[src/rtl/if_fetch_unit.sv]
// Instruction-fetch stage feeding IF/ID: owns the PC, redirects on jump/branch, single-outstanding imem handshake.
// Define FETCH_PERF_EN to add the perf_fetch_cnt / perf_bubble_cnt counters.
`timescale 1ns/1ps
module if_fetch_unit #(
    parameter logic [31:0] RESET_PC = 32'h0000_0000,
    parameter logic [31:0] PC_INC   = 32'd4
) (
    input  logic        clk,
    input  logic        reset,
    input  logic        stall,
    input  logic        jump,
    input  logic [31:0] jump_target,
    input  logic        branch_taken,
    input  logic [31:0] branch_target,
    output logic        imem_req,
    output logic [31:0] imem_addr,
    input  logic        imem_ready,
    input  logic        imem_rvalid,
    input  logic [31:0] imem_rdata,
    output logic [31:0] instruction_out,
    output logic [31:0] pc_next_out,
    output logic        if_valid,
    output logic        fetch_bubble
`ifdef FETCH_PERF_EN
    ,
    output logic [31:0] perf_fetch_cnt,
    output logic [31:0] perf_bubble_cnt
`endif
);

    localparam logic [0:0] ST_IDLE = 1'b0;
    localparam logic [0:0] ST_WAIT = 1'b1;

    logic [0:0]  r_state;
    logic [31:0] r_pc;
    logic [31:0] r_resp_pc;
    logic [31:0] r_hb_instr;
    logic [31:0] r_hb_pc_next;
    logic        r_hb_full;
    logic        r_discard;

    logic        w_redirect;
    logic [31:0] w_target;
    logic        w_rsp_any;
    logic        w_rsp_live;
    logic        w_req;
    logic        w_hs;

    assign w_redirect = jump | branch_taken;
    assign w_target   = jump ? jump_target : branch_target;
    assign w_rsp_any  = (r_state == ST_WAIT) & imem_rvalid;
    assign w_rsp_live = w_rsp_any & ~r_discard;
    // A dropped response frees the memory port only on the following cycle.
    assign w_req      = ((r_state == ST_IDLE) | w_rsp_live) & ~r_hb_full & ~stall & reset;
    assign w_hs       = w_req & imem_ready;

    assign imem_req   = w_req;
    assign imem_addr  = {r_pc[31:2], 2'b00};

    always_comb begin
        instruction_out = 32'h0;
        pc_next_out     = 32'h0;
        if_valid        = 1'b0;
        if (reset && !w_redirect) begin
            if (r_hb_full) begin
                instruction_out = r_hb_instr;
                pc_next_out     = r_hb_pc_next;
                if_valid        = 1'b1;
            end else if (w_rsp_live) begin
                instruction_out = imem_rdata;
                pc_next_out     = r_resp_pc + PC_INC;
                if_valid        = 1'b1;
            end
        end
    end

    assign fetch_bubble = reset & ~if_valid & ~stall;

    always_ff @(posedge clk or negedge reset) begin
        if (!reset) begin
            r_state   <= ST_IDLE;
            r_pc      <= RESET_PC;
            r_hb_full <= 1'b0;
            r_discard <= 1'b0;
        end else begin
            if (w_redirect) begin
                r_pc <= {w_target[31:2], 2'b00};
            end else if (w_hs) begin
                r_pc <= r_pc + PC_INC;
            end

            if (w_hs) begin
                r_state <= ST_WAIT;
            end else if (w_rsp_any) begin
                r_state <= ST_IDLE;
            end

            // The hold buffer drains on the first unstalled cycle; a redirect flushes it.
            if (w_redirect) begin
                r_hb_full <= 1'b0;
            end else if (r_hb_full) begin
                r_hb_full <= stall;
            end else if (w_rsp_live && stall) begin
                r_hb_full <= 1'b1;
            end

            if (w_redirect && (w_hs || (r_state == ST_WAIT && !imem_rvalid))) begin
                r_discard <= 1'b1;
            end else if (w_rsp_any) begin
                r_discard <= 1'b0;
            end
        end
    end

    always_ff @(posedge clk) begin
        if (w_hs) begin
            r_resp_pc <= r_pc;
        end
        if (w_rsp_live && stall && !r_hb_full && !w_redirect) begin
            r_hb_instr   <= imem_rdata;
            r_hb_pc_next <= r_resp_pc + PC_INC;
        end
    end

`ifdef FETCH_PERF_EN
    logic [31:0] r_perf_fetch_cnt;
    logic [31:0] r_perf_bubble_cnt;

    always_ff @(posedge clk or negedge reset) begin
        if (!reset) begin
            r_perf_fetch_cnt  <= 32'h0;
            r_perf_bubble_cnt <= 32'h0;
        end else begin
            if (if_valid && !stall) begin
                r_perf_fetch_cnt <= r_perf_fetch_cnt + 32'd1;
            end
            if (fetch_bubble) begin
                r_perf_bubble_cnt <= r_perf_bubble_cnt + 32'd1;
            end
        end
    end

    assign perf_fetch_cnt  = r_perf_fetch_cnt;
    assign perf_bubble_cnt = r_perf_bubble_cnt;
`endif

endmodule
[config.mk]
export PLATFORM = sky130hd
export DESIGN_NAME = if_fetch_unit
export DESIGN_NICKNAME = d
export VERILOG_FILES = /design/src/rtl/if_fetch_unit.sv
export SDC_FILE = /design/constraint.sdc
export NUM_CORES = 1
export LEC_CHECK = 0
export CAP_MARGIN = 25
export CELL_PAD_IN_SITES_DETAIL_PLACEMENT = 1
export CELL_PAD_IN_SITES_GLOBAL_PLACEMENT = 1
export CORE_UTILIZATION = 39
export DETAILED_ROUTE_END_ITERATION = 16
export GPL_ROUTABILITY_DRIVEN = 0
export GPL_TIMING_DRIVEN = 1
export PLACE_DENSITY = 0.92
export SLEW_MARGIN = 20
export SYNTH_ARGS = -nofsm -noshare
export SYNTH_HDL_FRONTEND = slang
export SYNTH_SLANG_ARGS = --single-unit
[constraint.sdc]
create_clock -name clk -period 10.2 [get_ports clk]
set_input_delay 2.04 -clock clk [delete_from_list [all_inputs] [get_ports clk]]
set_output_delay 2.04 -clock clk [all_outputs]
set_load 0.1 [all_outputs]
==> flow_summary.ini, run 1 <==
; synthesis and place-and-route metrics
[run_status]
status = finished clean

[final_timing]
fin_skew_ns = 0.0114
min_period_ns = 7.49
setup_viol = 0
drv_slew = 0
grt_setup_unrepaired = no
slew_headroom_pct = 24.5

[pwr]
powerSeq_mw = 0.605
finalPower_mw = 1.45
pg_comb_mw = 0.275
pwr-share-comb_pct = 19.0
ir_drop_mv = 0.127
switchingPower_mw = 0.438

[setup_path]
path_class = in2out
cp_max_fo = 26
r2r_setup_slack_ns = 7.04
slowest_stage = clkdlybuf4s50_1
worstPathRequired_ns = 8.16
path_cells = clkdlybuf4s50_1 > nor2b_1 > nand2_1 > nor2_2 > buf_4 > a22oi_1 > nor2_1 > clkdlybuf4s50_1
path_common_cell = clkdlybuf4s50_1
cp-end-kind = output port
cp-start-kind = input pin

[flow_run]
max_cap_violations = 0
warning_count = 30

[worst_hold_path]
hold_depth = 0
holdCritStartpoint = r_pc[31]

[synthesis]
yosys-top-cells-count = edfxtp_1, nor2_1, a22oi_1
top_area_share_pct = 43.5
async_reset_ff_share_pct = 26.4
synth_cells = 560
synth_flops = 125
ys_area_mm2 = 0.00634
top_area_cell = edfxtp_1
syn_area_mm2 = 0.00634
ff_type = edfxtp_1

[die]
rows = 46
num_io_pins = 202

[placement]
dpl-instance-area_mm2 = 0.00843
port_buffers = 193

[global_route]
antenna_found_initial = 1
overflow = 0

[clocking]
cts_tree = built
ctsHoldBuffers = 0

[drt]
drc = 0
dr.pass1.iters = 5

[final_layout]
drive_gt1_share_pct = 10.4
fin_area_mm2 = 0.00898
run 1: cells by family (layout without fill, tap and decap cells):
logic type	count (synthesis)	after routing	synth area share, %
and+or+nand+nor	193	193	16.8
AOI/OAI and AO/OA	144	144	16.1
DFF	125	125	56.6
xor gates and xnor gates	47	47	6.49
buffers and inverters	44	242	2.90
muxes	4	4	0.631
adders and majority gates	2	2	0.394
other	1	5	0.0591
run 1: flip-flops by register name (all words and copies together) (netlist names):
register      flops
r_hb_pc_next     30
r_hb_instr       32
r_discard         1
r_state           1
r_resp_pc        30
r_pc             30
r_hb_full         1
run 1: worst max-delay path by stage:
stage / startpoint / end / slack (ns) / depth (start not counted)
final: imem_rvalid / instruction_out[0] / 2.71 / 8
after global routing: branch_taken / pc_next_out[10] / 2.60 / 6
after CTS: imem_rvalid / instruction_out[0] / 2.70 / 8
after detailed placement: branch_taken / pc_next_out[10] / 2.76 / 6
after global placement: branch_taken / pc_next_out[10] / 2.54 / 7
after floorplan: branch_taken / r_hb_instr[0] / 2.64 / 5
run 1: cell type report:
| class | instances | area, µm² | area share [%] |
|---|---|---|---|
| Antenna cell | 1 | 2.50 | 0.0279 |
| Tap cell | 216 | 270 | 3.01 |
| Clock buffer | 24 | 482 | 5.37 |
| Inverter | 9 | 33.8 | 0.376 |
| Timing Repair Buffer | 201 | 1930 | 21.6 |
| Multi-Input combinational cell | 394 | 2600 | 29.0 |
| Sequential cell | 125 | 3590 | 40.0 |
| Clock inverter | 8 | 66.3 | 0.739 |
run 1: cells in the final DEF (no fill, tap or decap), types with 5 or more instances in the layout:
cell type / instances
a211oi_1: 12
a21oi_1: 23
a22o_1: 24
a22oi_1: 47
and2_1: 6
and3_1: 14
buf_4: 29
clkbuf_16: 17
clkdlybuf4s50_1: 171
clkinv_2: 5
dfrtp_1: 33
edfxtp_1: 92
inv_1: 7
nand2_1: 21
nand3_1: 21
nand4_1: 19
nor2_1: 61
nor2b_1: 13
nor3_1: 9
o21ai_0: 10
o21ai_1: 5
o22ai_1: 6
xnor2_1: 29
xor2_1: 18
run 1: layer usage:
| metal | vias up | track usage [%] | share of wire, % |
|---|---|---|---|
| li1 | 2511 | - | - |
| met1 | 2717 | 30.2 | 39 |
| met2 | 250 | 45.9 | 52 |
| met3 | 62 | 5.37 | 5.7 |
| met4 | 0 | 13.1 | 3.1 |
| met5 | - | 0 | 0 |
run 1: per-stage QoR:
step           setup WS, ns  cells  util, %  hold slack [ns]
2_1_floorplan          2.64    563        -            0.519
3_3_place_gp           2.54    944     53.0            0.500
3_5_place_dp           2.76    945     53.0            0.501
4_1_cts                2.70    977     56.5            0.510
5_1_grt                2.60    978     56.5            0.530
6_report               2.71    978     56.5            0.514
run 1: worst register-to-register path: cells and delay by family, from the launching register on:
| family | cells | cell delay [ns] |
|---|---|---|
| AOI/OAI and AO/OA | 2 | 0.64 |
| buffers and inverters | 2 | 0.98 |
| DFF | 1 | 0.44 |
| and+or+nand+nor | 3 | 0.99 |
Run 1, close-up of the layout:
Window x 50 to 80, y 24 to 54 µm. Cells in gray, sequential cells in the stronger gray; small squares are vias.
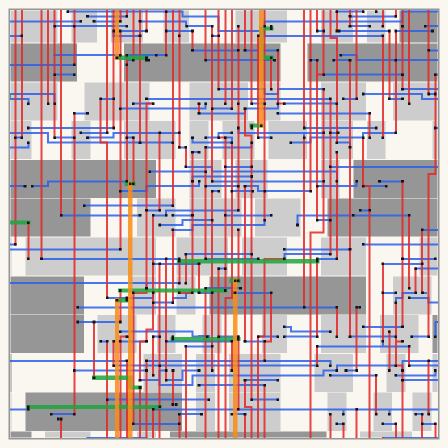
legend:
  green:
    layer: metal 3
  blue:
    layer: metal 1
  orange:
    layer: metal 4
  red:
    layer: metal 2
cells with their middle in the window: 58
most frequent: nor2_1 (10), edfxtp_1 (8)
sequential cells in the window: 9
netlist names of flops here include: r_hb_pc_next (5), r_resp_pc (3)

Run 1, selected gate families:
Drawn at 4 px/µm.
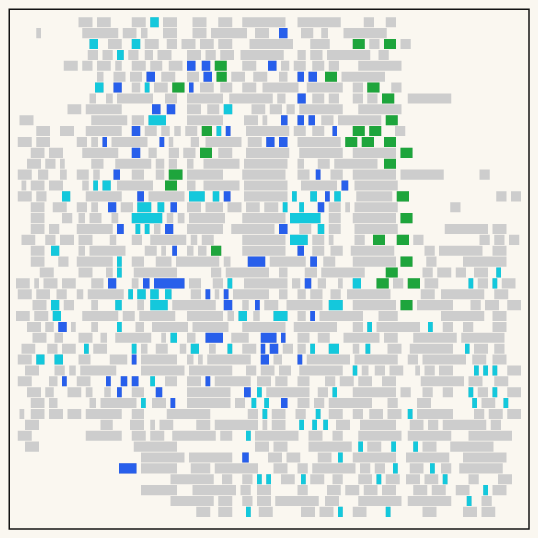
legend:
  cyan:
    family: NOR gates
    cells: 97
    most_used: nor2_1
  blue:
    family: NAND gates
    cells: 70
  green:
    family: AND-OR and OR-AND gates
    cells: 30
    most_used: a22o_1

Run 1, the metal 4 layer:
Drawn at 4 px/µm. Supply wires on this layer in gray.
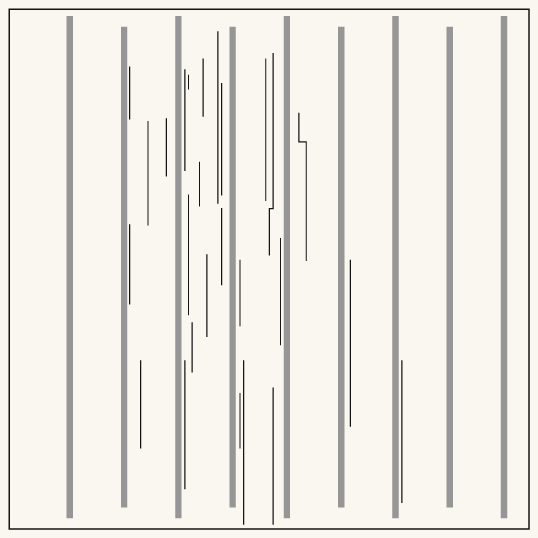
wire length on this layer: 666 µm
nets with wire on the layer: 20
share of all routed wire: 3.1%
longest straight run: 42.8 µm
WL final: 21,400 µm
vias: 5,540

--- run 2 (diff from run 1) ---
CORE_UTILIZATION = 32   (was 39)
PLACE_DENSITY = 0.82   (was 0.92)
clock period = 6.2 ns   (was 10.2 ns; I/O delays follow)
Run 2, wire density map:
Drawn at 2 px/µm. The die is cut into 29 by 29 equal tiles; white is low, dark blue is high, scaled to the fullest tile. Values are wire area over tile area, all layers added.
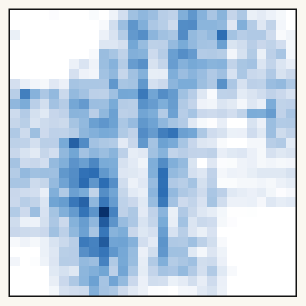
emptiest ninth of the die: bottom right
mean over tiles: 0.16
fullest tile: 0.61
nearly empty tiles: 18%

==> run 2 against run 1 <==
  * Utilization is 6.1 points lower
  * Final cell count increased by 5.1%
  * Flip-flop count stayed put
  * Register-to-register slack lost 3.7 ns
  * Via count decreased by 2.7%
  * Worst hold slack better by 0.00094 ns
  * Synthesized cell count unchanged
  * Largest power group is now the clock network
==> flow_summary.ini, run 2 <==
; synthesis and place-and-route metrics
[run_status]
status = finished clean

[synthesis]
syn_area_mm2 = 0.00634
synth_flops = 125
top_area_share_pct = 43.5

[drt]
totalWireLength_um = 20500
dr.pass1.iters = 4

[worst_hold_path]
holdCritStartpoint = r_pc[13]
hold_depth = 0

[placement]
port_buffers = 193

[pwr]
finalPower_mw = 2.49
ir_drop_mv = 0.207

[flow_run]
warning_count = 30
max_cap_violations = 0

[final_timing]
fin_skew_ns = 0.0117
min_period_ns = 4.86
grt_setup_unrepaired = no

[global_route]
overflow = 0

[final_layout]
diodes = 0
final_common_cell = clkdlybuf4s50_1
final_layout_top_logic_cells = clkdlybuf4s50_1, edfxtp_1, buf_12

[die]
num_io_pins = 202

[setup_path]
cp-end-kind = output port
-- run 2: how the worst max path moves through the flow --
stage                      start         endpoint  slack, ns
global placement    branch_taken  pc_next_out[17]       1.36
detailed placement  branch_taken  pc_next_out[23]       1.33
floorplan           branch_taken     fetch_bubble       0.97
finish              branch_taken  pc_next_out[23]       1.34
CTS                 branch_taken  pc_next_out[23]       1.31
global route        branch_taken  pc_next_out[23]       1.21
-- run 2: critical path: stages --
cell             delay [ns]
clkdlybuf4s50_1        0.40
buf_4                  0.17
nor2_2                 0.14
buf_4                  0.36
and3_1                 0.75
a22o_1                 0.35
buf_12                 0.20
-- run 2: power breakdown --
group          total (mW)  switching, mW  internal (mW)  leakage (nW)
sequential          0.991         0.0527          0.938          1.23
combinational       0.458          0.309          0.150          1.85
clock                1.04          0.386          0.654         0.292
total                2.49          0.747           1.74          3.37
-- run 2: cells by family (layout without fill, tap and decap cells) --
kind of cell | count (synthesis) | in the layout | synth area share [%]
DFF | 125 | 125 | 56.6
xor gates and xnor gates | 47 | 47 | 6.49
and+or+nand+nor | 193 | 193 | 16.8
AOI/OAI and AO/OA | 144 | 144 | 16.1
buffers and inverters | 44 | 244 | 2.90
adders and majority gates | 2 | 2 | 0.394
muxes | 4 | 4 | 0.631
other | 1 | 4 | 0.0591
-- run 2: final cells by class --
type	instances	area (µm²)	area share, %
tap	265	332	3.38
multi-input combinational	394	2610	26.5
timing repair buffer	203	2640	26.9
clock inverter	13	165	1.68
clock buffer	19	453	4.61
sequential	125	3590	36.5
inverter	9	33.8	0.344
-- run 2: stage by stage --
step	std cells	cell area, µm²	hold WS, ns
floorplan	563	6360	0.519
global placement	996	9200	0.477
detailed placement	996	9200	0.509
CTS	1028	9820	0.524
global route	1028	9820	0.549
finish	1028	9820	0.515
-- run 2: per-layer routing --
| layer | up-vias | part of all wire [%] | global-route usage (%) |
|---|---|---|---|
| met3 | 33 | 4.3 | 5.23 |
| met1 | 2670 | 42 | 25.6 |
| met2 | 163 | 51 | 34.8 |
| met4 | 0 | 2.7 | 8.83 |
| met5 | - | 0 | 0 |
| li1 | 2522 | - | - |
--- run 3 (diff from run 2) ---
CORE_UTILIZATION = 36   (was 32)
PLACE_DENSITY = 0.87   (was 0.82)
clock period = 4.71 ns   (was 6.2 ns; I/O delays follow)
Run 3, track usage over the die:
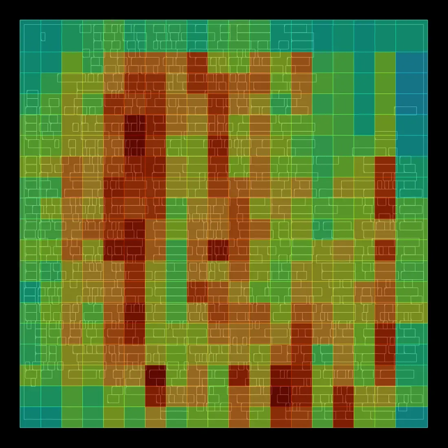
Tot GR Track Use: 23.5%
DR WL/cell: 21.1 µm
Util after Layout: 57.0%
met3 Use GR: 4.05%
M1 GR Usage: 26.4%

==> run 3 against run 2 <==
  * Non-clock buffer count stayed put
  * Sequential power is 32% higher
  * Synthesized area stayed put
  * Final area is 0.10% higher
  * Worst hold slack worse by 0.11 ns
  * Die area is 11% lower
  * Highest routed layer unchanged
  * Global-route usage is 2.6 points higher
  * Routed wire length is 1.3% higher
==> flow_summary.ini, run 3 <==
; synthesis and place-and-route metrics
[synthesis]
syn_area_mm2 = 0.00634
synth_flops = 125
ys_area_mm2 = 0.00634
top_area_share_pct = 43.5
synth_cell_types = 52
async_reset_ff_share_pct = 26.4
synth-edff-count = 92
synth_cells = 560
yosys-stat-cells = 560

[clocking]
cts_buffer_depth = 2
cts_made_buffers = 17
clkTransAtPathRegs_ns = 0.06

[die]
fp.dieW_um = 135
initial_core_util_pct = 36.8
num_io_pins = 202
die.size.y_um = 135

[pwr]
ir_drop_mv = 0.239
power_density_mw_per_mm2 = 345
finalPower_mw = 3.40

[setup_path]
worstPathRequired_ns = 3.77
reg2reg_depth = 7
cp-end-kind = output port
worstReg2RegStart = r_hb_full

[flow_run]
max_cap_violations = 0
warning_count = 30

[drt]
drt.antenna.violating_nets = 0
totalWireLength_um = 20800
drt_iter0_markers = 231
vias_per_cell = 5.61
dr.pass1.iters = 5

[final_timing]
fin_skew_ns = 0.00901
grt_setup_unrepaired = no
tightest_slew_ns = 1.04
setup_viol = 0
min_period_ns = 4.09

[final_layout]
area_growth_pct = 54.9
largest_reg_flops = 32
final_layout_top_logic_cells = clkdlybuf4s50_1, edfxtp_1, buf_12
final_common_cell = clkdlybuf4s50_1
fin_area_mm2 = 0.00983
diodes = 0
nFillCells = 1755
drive_gt1_share_pct = 17.0

[placement]
port_buffers = 193
dpl-instance-area_mm2 = 0.00915

[global_route]
grt_pass1_vias = 5903
grt_pass1_wl_um = 32500
grt_start_max_net_pins = 61
overflow = 0

[run_status]
status = finished clean
run 3: netlist changes by cell type in the layout (fill, tap and decap cells not counted):
cell             change
clkbuf_8             -2
inv_6                -1
buf_2                +1
clkdlybuf4s50_1      -1
clkinvlp_4           +1
buf_12               +1
bufinv_16            +3
clkinv_4             -1
buf_4                -1
run 3: area by class of cell:
| type | instances | area, µm² | share of cell area (%) |
|---|---|---|---|
| clock buffers | 17 | 425 | 4.33 |
| well taps | 225 | 282 | 2.86 |
| multi-input cells | 394 | 2610 | 26.5 |
| clock inverters | 15 | 245 | 2.49 |
| flip-flops and latches | 125 | 3590 | 36.5 |
| inverters | 9 | 33.8 | 0.344 |
| repair buffers | 203 | 2650 | 27.0 |
run 3: report_power, final:
group	total, mW	internal, mW	switching (mW)	leakage (nW)
sequential	1.31	1.23	0.0724	1.23
combinational	0.601	0.198	0.404	1.86
clock	1.49	0.990	0.496	0.311
run 3: stage by stage:
| step | hold slack [ns] | setup WS, ns | std cells | utilization [%] |
|---|---|---|---|---|
| global placement | 0.495 | 0.762 | 955 | 53.1 |
| detailed placement | 0.504 | 0.592 | 955 | 53.1 |
| finish | 0.403 | 0.619 | 988 | 57.0 |
| global route | 0.400 | 0.448 | 988 | 57.0 |
| floorplan | 0.519 | 0.0718 | 563 | - |
| CTS | 0.398 | 0.583 | 987 | 57.0 |
run 3: worst max-delay path, cell delays in order:
cell and delay (ns):
clkdlybuf4s50_1 0.64, nor2_2 0.31, and3_1 0.72, a22o_1 0.34, buf_12 0.19
run 3: kinds of logic after synthesis:
kind of cell,count (synthesis),synth area share (%)
XOR/XNOR,47,6.49
adder cells (fa/ha/maj),2,0.394
AND/OR/NAND/NOR,193,16.8
AND-OR/OR-AND,144,16.1
multiplexers,4,0.631
buffers and inverters,44,2.90
flip-flops,125,56.6
other,1,0.0591
run 3: worst max-delay path by stage:
stage,startpoint,endpoint,slack (ns),depth (start not counted)
floorplan,branch_taken,fetch_bubble,0.07,5
global placement,branch_taken,pc_next_out[24],0.76,5
detailed placement,branch_taken,pc_next_out[29],0.59,5
CTS,branch_taken,pc_next_out[14],0.58,5
global route,branch_taken,pc_next_out[14],0.45,5
finish,branch_taken,pc_next_out[14],0.62,5
run 3: routing by layer:
metal | up-vias | share of wire (%) | global-route usage, %
met3 | 48 | 5.1 | 4.05
met1 | 2764 | 38 | 26.4
met2 | 225 | 53 | 42.8
met5 | - | 0 | 0
li1 | 2510 | - | -
met4 | 0 | 3.6 | 11.8
Power and IR drop assume default switching activity.
